===== src/rtl/store_sequencer_if.sv =====
// rtl/store_sequencer_if.sv - instruction issue, register-file read and data-memory write bundle for store_sequencer
interface store_sequencer_if #(
  parameter int WORDSIZE = 64,
  parameter int SIZE     = 32
);
  logic                    instr_valid;
  logic                    instr_ready;
  logic [SIZE-1:0]         instruction;
  logic                    rf_rd_en;
  logic [4:0]              rf_rs1_addr;
  logic [4:0]              rf_rs2_addr;
  logic [WORDSIZE-1:0]     rf_rs1_data;
  logic [WORDSIZE-1:0]     rf_rs2_data;
  logic                    mem_req;
  logic                    mem_ack;
  logic [WORDSIZE-1:0]     mem_addr;
  logic [WORDSIZE-1:0]     mem_wdata;
  logic [WORDSIZE/8-1:0]   mem_wstrb;

  modport master (
    input  instr_valid, instruction, rf_rs1_data, rf_rs2_data, mem_ack,
    output instr_ready, rf_rd_en, rf_rs1_addr, rf_rs2_addr,
           mem_req, mem_addr, mem_wdata, mem_wstrb
  );

  modport slave (
    output instr_valid, instruction, rf_rs1_data, rf_rs2_data, mem_ack,
    input  instr_ready, rf_rd_en, rf_rs1_addr, rf_rs2_addr,
           mem_req, mem_addr, mem_wdata, mem_wstrb
  );
endinterface


===== src/rtl/store_sequencer.sv =====
// rtl/store_sequencer.sv - multi-cycle RISC-V S-type store sequencer (optional MISALIGN_CHECK_EN)
module store_sequencer #(
  parameter int WORDSIZE = 64,
  parameter int SIZE     = 32
) (
  input  logic                clk,
  input  logic                rst_n,
  store_sequencer_if.master   bus,
  output logic                busy,
  output logic                done,
  output logic                illegal,
  output logic                misaligned
);

  localparam int LANES  = WORDSIZE / 8;
  localparam int LANE_W = $clog2(LANES);
  localparam logic [6:0] OPC_STORE = 7'b0100011;

  typedef enum logic [2:0] {S_IDLE, S_READ, S_EXEC, S_MEM, S_DONE} state_t;

  state_t              state_q, state_d;
  logic [4:0]          rs1_q, rs1_d;
  logic [4:0]          rs2_q, rs2_d;
  logic [1:0]          size_q, size_d;
  logic [11:0]         imm_q, imm_d;
  logic [WORDSIZE-1:0] mem_addr_q, mem_addr_d;
  logic [WORDSIZE-1:0] mem_wdata_q, mem_wdata_d;
  logic [LANES-1:0]    mem_wstrb_q, mem_wstrb_d;
  logic                illegal_q, illegal_d;

  logic [WORDSIZE-1:0] imm_ext;
  logic [WORDSIZE-1:0] raw_addr;
  logic [WORDSIZE-1:0] eff_addr;
  logic [3:0]          size_bytes;
  logic [LANE_W-1:0]   size_mask;
  logic [LANES:0]      wide_ones;
  logic [LANES-1:0]    strb_c;
  logic [WORDSIZE-1:0] wdata_c;
  logic                is_store;

  assign is_store = (bus.instruction[6:0] == OPC_STORE) && !bus.instruction[14];

`ifdef MISALIGN_CHECK_EN
  logic misaligned_q, misaligned_d;
  logic misalign_hit;
`endif

  always_comb begin
    imm_ext    = {{(WORDSIZE-12){imm_q[11]}}, imm_q};
    raw_addr   = bus.rf_rs1_data + imm_ext;
    size_bytes = 4'd1 << size_q;
    size_mask  = LANE_W'(size_bytes - 4'd1);
`ifdef MISALIGN_CHECK_EN
    eff_addr     = raw_addr;
    misalign_hit = |(raw_addr[LANE_W-1:0] & size_mask);
`else
    // Without the check the access is silently aligned down to its natural size.
    eff_addr = raw_addr & ~WORDSIZE'(size_mask);
`endif
    wide_ones = ((LANES+1)'(1) << size_bytes) - (LANES+1)'(1);
    strb_c    = wide_ones[LANES-1:0] << eff_addr[LANE_W-1:0];
    wdata_c   = '0;
    for (int i = 0; i < LANES; i++) begin
      wdata_c[8*i +: 8] = bus.rf_rs2_data[8*(i & int'(size_mask)) +: 8];
    end
  end

  always_comb begin
    state_d     = state_q;
    rs1_d       = rs1_q;
    rs2_d       = rs2_q;
    size_d      = size_q;
    imm_d       = imm_q;
    mem_addr_d  = mem_addr_q;
    mem_wdata_d = mem_wdata_q;
    mem_wstrb_d = mem_wstrb_q;
    illegal_d   = 1'b0;
`ifdef MISALIGN_CHECK_EN
    misaligned_d = 1'b0;
`endif
    case (state_q)
      S_IDLE: begin
        if (bus.instr_valid) begin
          rs1_d  = bus.instruction[19:15];
          rs2_d  = bus.instruction[24:20];
          size_d = bus.instruction[13:12];
          imm_d  = {bus.instruction[31:25], bus.instruction[11:7]};
          if (is_store) state_d = S_READ;
          else          illegal_d = 1'b1;
        end
      end
      S_READ: state_d = S_EXEC;
      S_EXEC: begin
`ifdef MISALIGN_CHECK_EN
        if (misalign_hit) begin
          misaligned_d = 1'b1;
          state_d      = S_IDLE;
        end else begin
          mem_addr_d  = eff_addr;
          mem_wdata_d = wdata_c;
          mem_wstrb_d = strb_c;
          state_d     = S_MEM;
        end
`else
        mem_addr_d  = eff_addr;
        mem_wdata_d = wdata_c;
        mem_wstrb_d = strb_c;
        state_d     = S_MEM;
`endif
      end
      S_MEM:   if (bus.mem_ack) state_d = S_DONE;
      S_DONE:  state_d = S_IDLE;
      default: state_d = S_IDLE;
    endcase
  end

  always_ff @(posedge clk or negedge rst_n) begin
    if (!rst_n) begin
      state_q     <= S_IDLE;
      rs1_q       <= '0;
      rs2_q       <= '0;
      size_q      <= '0;
      imm_q       <= '0;
      mem_addr_q  <= '0;
      mem_wdata_q <= '0;
      mem_wstrb_q <= '0;
      illegal_q   <= 1'b0;
    end else begin
      state_q     <= state_d;
      rs1_q       <= rs1_d;
      rs2_q       <= rs2_d;
      size_q      <= size_d;
      imm_q       <= imm_d;
      mem_addr_q  <= mem_addr_d;
      mem_wdata_q <= mem_wdata_d;
      mem_wstrb_q <= mem_wstrb_d;
      illegal_q   <= illegal_d;
    end
  end

`ifdef MISALIGN_CHECK_EN
  always_ff @(posedge clk or negedge rst_n) begin
    if (!rst_n) misaligned_q <= 1'b0;
    else        misaligned_q <= misaligned_d;
  end
  assign misaligned = misaligned_q;
`else
  assign misaligned = 1'b0;
`endif

  assign bus.instr_ready = (state_q == S_IDLE);
  assign bus.rf_rd_en    = (state_q == S_READ);
  assign bus.rf_rs1_addr = rs1_q;
  assign bus.rf_rs2_addr = rs2_q;
  assign bus.mem_req     = (state_q == S_MEM);
  assign bus.mem_addr    = mem_addr_q;
  assign bus.mem_wdata   = mem_wdata_q;
  assign bus.mem_wstrb   = mem_wstrb_q;
  assign busy            = (state_q != S_IDLE);
  assign done            = (state_q == S_DONE);
  assign illegal         = illegal_q;

endmodule


===== src/flat_wrapper.sv =====
// flat-port wrapper written by rule: the top's interface ports become plain ports
module store_sequencer_flat 
#(
  parameter int WORDSIZE = 64,
  parameter int SIZE     = 32
)
  (clk, rst_n, busy, done, illegal, misaligned, bus_instr_valid, bus_instruction, bus_rf_rs1_data, bus_rf_rs2_data, bus_mem_ack, bus_instr_ready, bus_rf_rd_en, bus_rf_rs1_addr, bus_rf_rs2_addr, bus_mem_req, bus_mem_addr, bus_mem_wdata, bus_mem_wstrb);
  store_sequencer_if #(.WORDSIZE(WORDSIZE), .SIZE(SIZE)) bus_i ();
  input  logic clk;
  input  logic rst_n;
  output logic busy;
  output logic done;
  output logic illegal;
  output logic misaligned;
  input wire logic [$bits(bus_i.instr_valid)-1:0] bus_instr_valid;
  input wire logic [$bits(bus_i.instruction)-1:0] bus_instruction;
  input wire logic [$bits(bus_i.rf_rs1_data)-1:0] bus_rf_rs1_data;
  input wire logic [$bits(bus_i.rf_rs2_data)-1:0] bus_rf_rs2_data;
  input wire logic [$bits(bus_i.mem_ack)-1:0] bus_mem_ack;
  output wire logic [$bits(bus_i.instr_ready)-1:0] bus_instr_ready;
  output wire logic [$bits(bus_i.rf_rd_en)-1:0] bus_rf_rd_en;
  output wire logic [$bits(bus_i.rf_rs1_addr)-1:0] bus_rf_rs1_addr;
  output wire logic [$bits(bus_i.rf_rs2_addr)-1:0] bus_rf_rs2_addr;
  output wire logic [$bits(bus_i.mem_req)-1:0] bus_mem_req;
  output wire logic [$bits(bus_i.mem_addr)-1:0] bus_mem_addr;
  output wire logic [$bits(bus_i.mem_wdata)-1:0] bus_mem_wdata;
  output wire logic [$bits(bus_i.mem_wstrb)-1:0] bus_mem_wstrb;
  assign bus_i.instr_valid = bus_instr_valid;
  assign bus_i.instruction = bus_instruction;
  assign bus_i.rf_rs1_data = bus_rf_rs1_data;
  assign bus_i.rf_rs2_data = bus_rf_rs2_data;
  assign bus_i.mem_ack = bus_mem_ack;
  assign bus_instr_ready = bus_i.instr_ready;
  assign bus_rf_rd_en = bus_i.rf_rd_en;
  assign bus_rf_rs1_addr = bus_i.rf_rs1_addr;
  assign bus_rf_rs2_addr = bus_i.rf_rs2_addr;
  assign bus_mem_req = bus_i.mem_req;
  assign bus_mem_addr = bus_i.mem_addr;
  assign bus_mem_wdata = bus_i.mem_wdata;
  assign bus_mem_wstrb = bus_i.mem_wstrb;
  store_sequencer #(.WORDSIZE(WORDSIZE), .SIZE(SIZE)) u_core (.clk(clk), .rst_n(rst_n), .bus(bus_i), .busy(busy), .done(done), .illegal(illegal), .misaligned(misaligned));
endmodule

===== config.mk =====
export PLATFORM = sky130hd
export DESIGN_NAME = store_sequencer_flat
export DESIGN_NICKNAME = d
export VERILOG_FILES = /design/src/rtl/store_sequencer_if.sv /design/src/rtl/store_sequencer.sv /design/src/flat_wrapper.sv
export SDC_FILE = /design/constraint.sdc
export NUM_CORES = 1
export LEC_CHECK = 0
export CELL_PAD_IN_SITES_DETAIL_PLACEMENT = 0
export CELL_PAD_IN_SITES_GLOBAL_PLACEMENT = 2
export CORE_MARGIN = 2
export CORE_UTILIZATION = 31
export CTS_BUF_LIST = sky130_fd_sc_hd__clkbuf_2
export DETAILED_ROUTE_END_ITERATION = 12
export HOLD_SLACK_MARGIN = 0.02
export PLACE_DENSITY = 0.95
export SYNTH_ARGS = -nofsm -noshare
export SYNTH_HDL_FRONTEND = slang
export SYNTH_SLANG_ARGS = --single-unit
export TNS_END_PERCENT = 20

===== constraint.sdc =====
create_clock -name clk -period 7.4 [get_ports clk]
set_clock_uncertainty 0.15 [all_clocks]
set_input_delay 0.74 -clock clk [delete_from_list [all_inputs] [get_ports clk]]
set_output_delay 0.74 -clock clk [all_outputs]
set_load 0.02 [all_outputs]

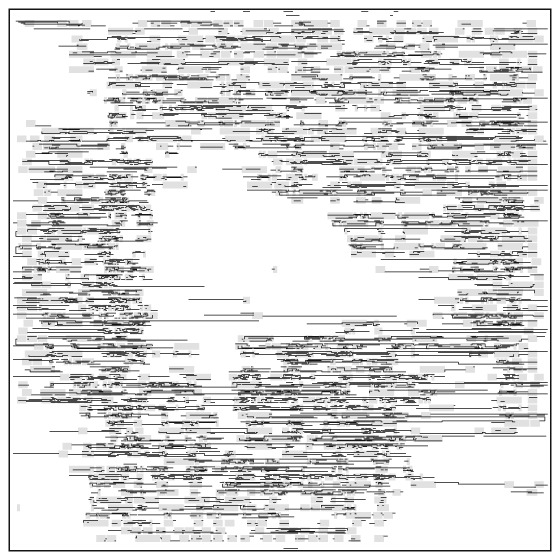
**Above:** the metal 1 layer.
Cells faint in the background.
- nets with wire on the layer: 1592
- longest straight run: 56.6 µm
- share of all routed wire: 45%

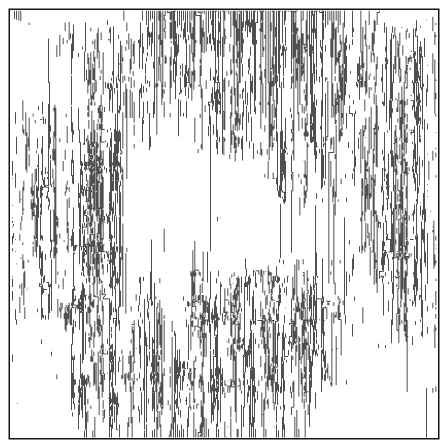
**Above:** metal 2.
- longest straight run: 66.6 µm
- wire length on this layer: 17600 µm
- nets with wire on the layer: 1500

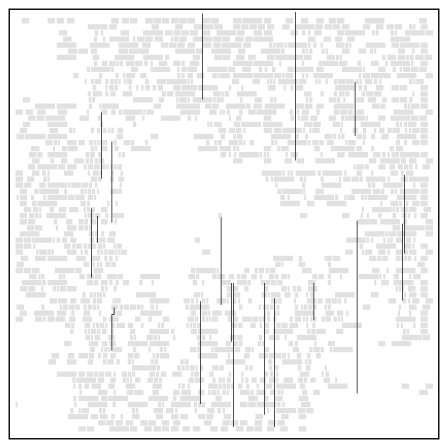
**Above:** the metal 4 layer.
Cells faint in the background.
- main direction: vertical
- share of all routed wire: 1.9%
- longest straight run: 76.8 µm

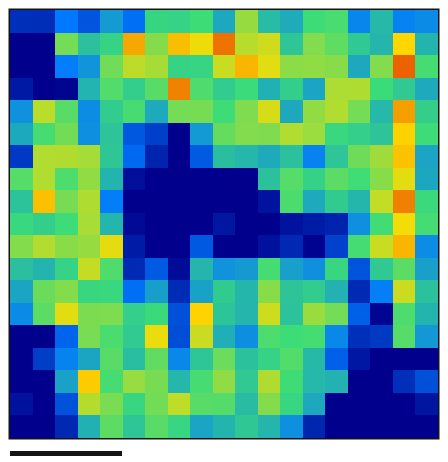
**Above:** placement density heat map.
Scale bar: 50 µm. 19 x 19 tiles, from dark blue (low) to red (high), 0 to 100% covered.
- mean over tiles: 39%
- tiles over 75% full: 4.2%
- emptiest ninth of the die: middle
- nearly empty tiles: 14%
- fullest tile: 89%

==> ci_impl_report.md <==
### Flow metrics

| Metric | Value |
|---|---|
| Setup slack, reg-to-reg | 3.49 ns |
| Status | finished clean |
| Synth warnings | 0 |
| Vias per inst | 5.187 |
| Area reported by Yosys stat | approximately 0.011 mm² |
| Leading cell type by number of instances after synthesis | nand2_1 |
| Crit path from | u_core.imm_q[11]$_DFFE_PN0P_ |
| Reg area | roughly 0.0041 mm² |
| Crit path arrival time | 4.50 ns |
| Core Util, Final | between 40 and 50% |
| Biggest Area Class | logic gates |
| Unique cell types | 75 |
| Final period util | 52.88% |
| Antenna violations before repair | 1 |
| Worst Hold Path EP | u_core.imm_q[1]$_DFFE_PN0P_ |
| Chip area | 0.03653 mm² |
| N_taps | 455 |
| Maximum vdd drop | 0.3779 mV |
| Clock Root Buffer | clkbuf_2 |
| Leakage | 6.368 nW |
| Top cells, area | dfrtp_1, nand2_1, ha_1 |
| Ys flops | 164 |
| Hold path depth | 3 |
## per-stage QoR
stage,instances,worst slack [ns]
finish,2006,3.487
global route,2006,3.182
CTS,2005,3.505
detailed placement,1972,2.911
global placement,1972,2.944
floorplan,1269,3.659
## critical path, cell delays in order, from the launching register on
cell	delay [ns]
dfrtp_2	0.45
buf_4	0.50
ha_1	0.43
a21oi_1	0.26
o21ai_0	0.21
a32oi_1	0.26
o2111ai_1	0.17
o21bai_1	0.32
a31oi_2	0.26
o211ai_1	0.48
o21a_1	0.19
o211ai_1	0.10
Power is estimated from default activity; no workload was simulated.
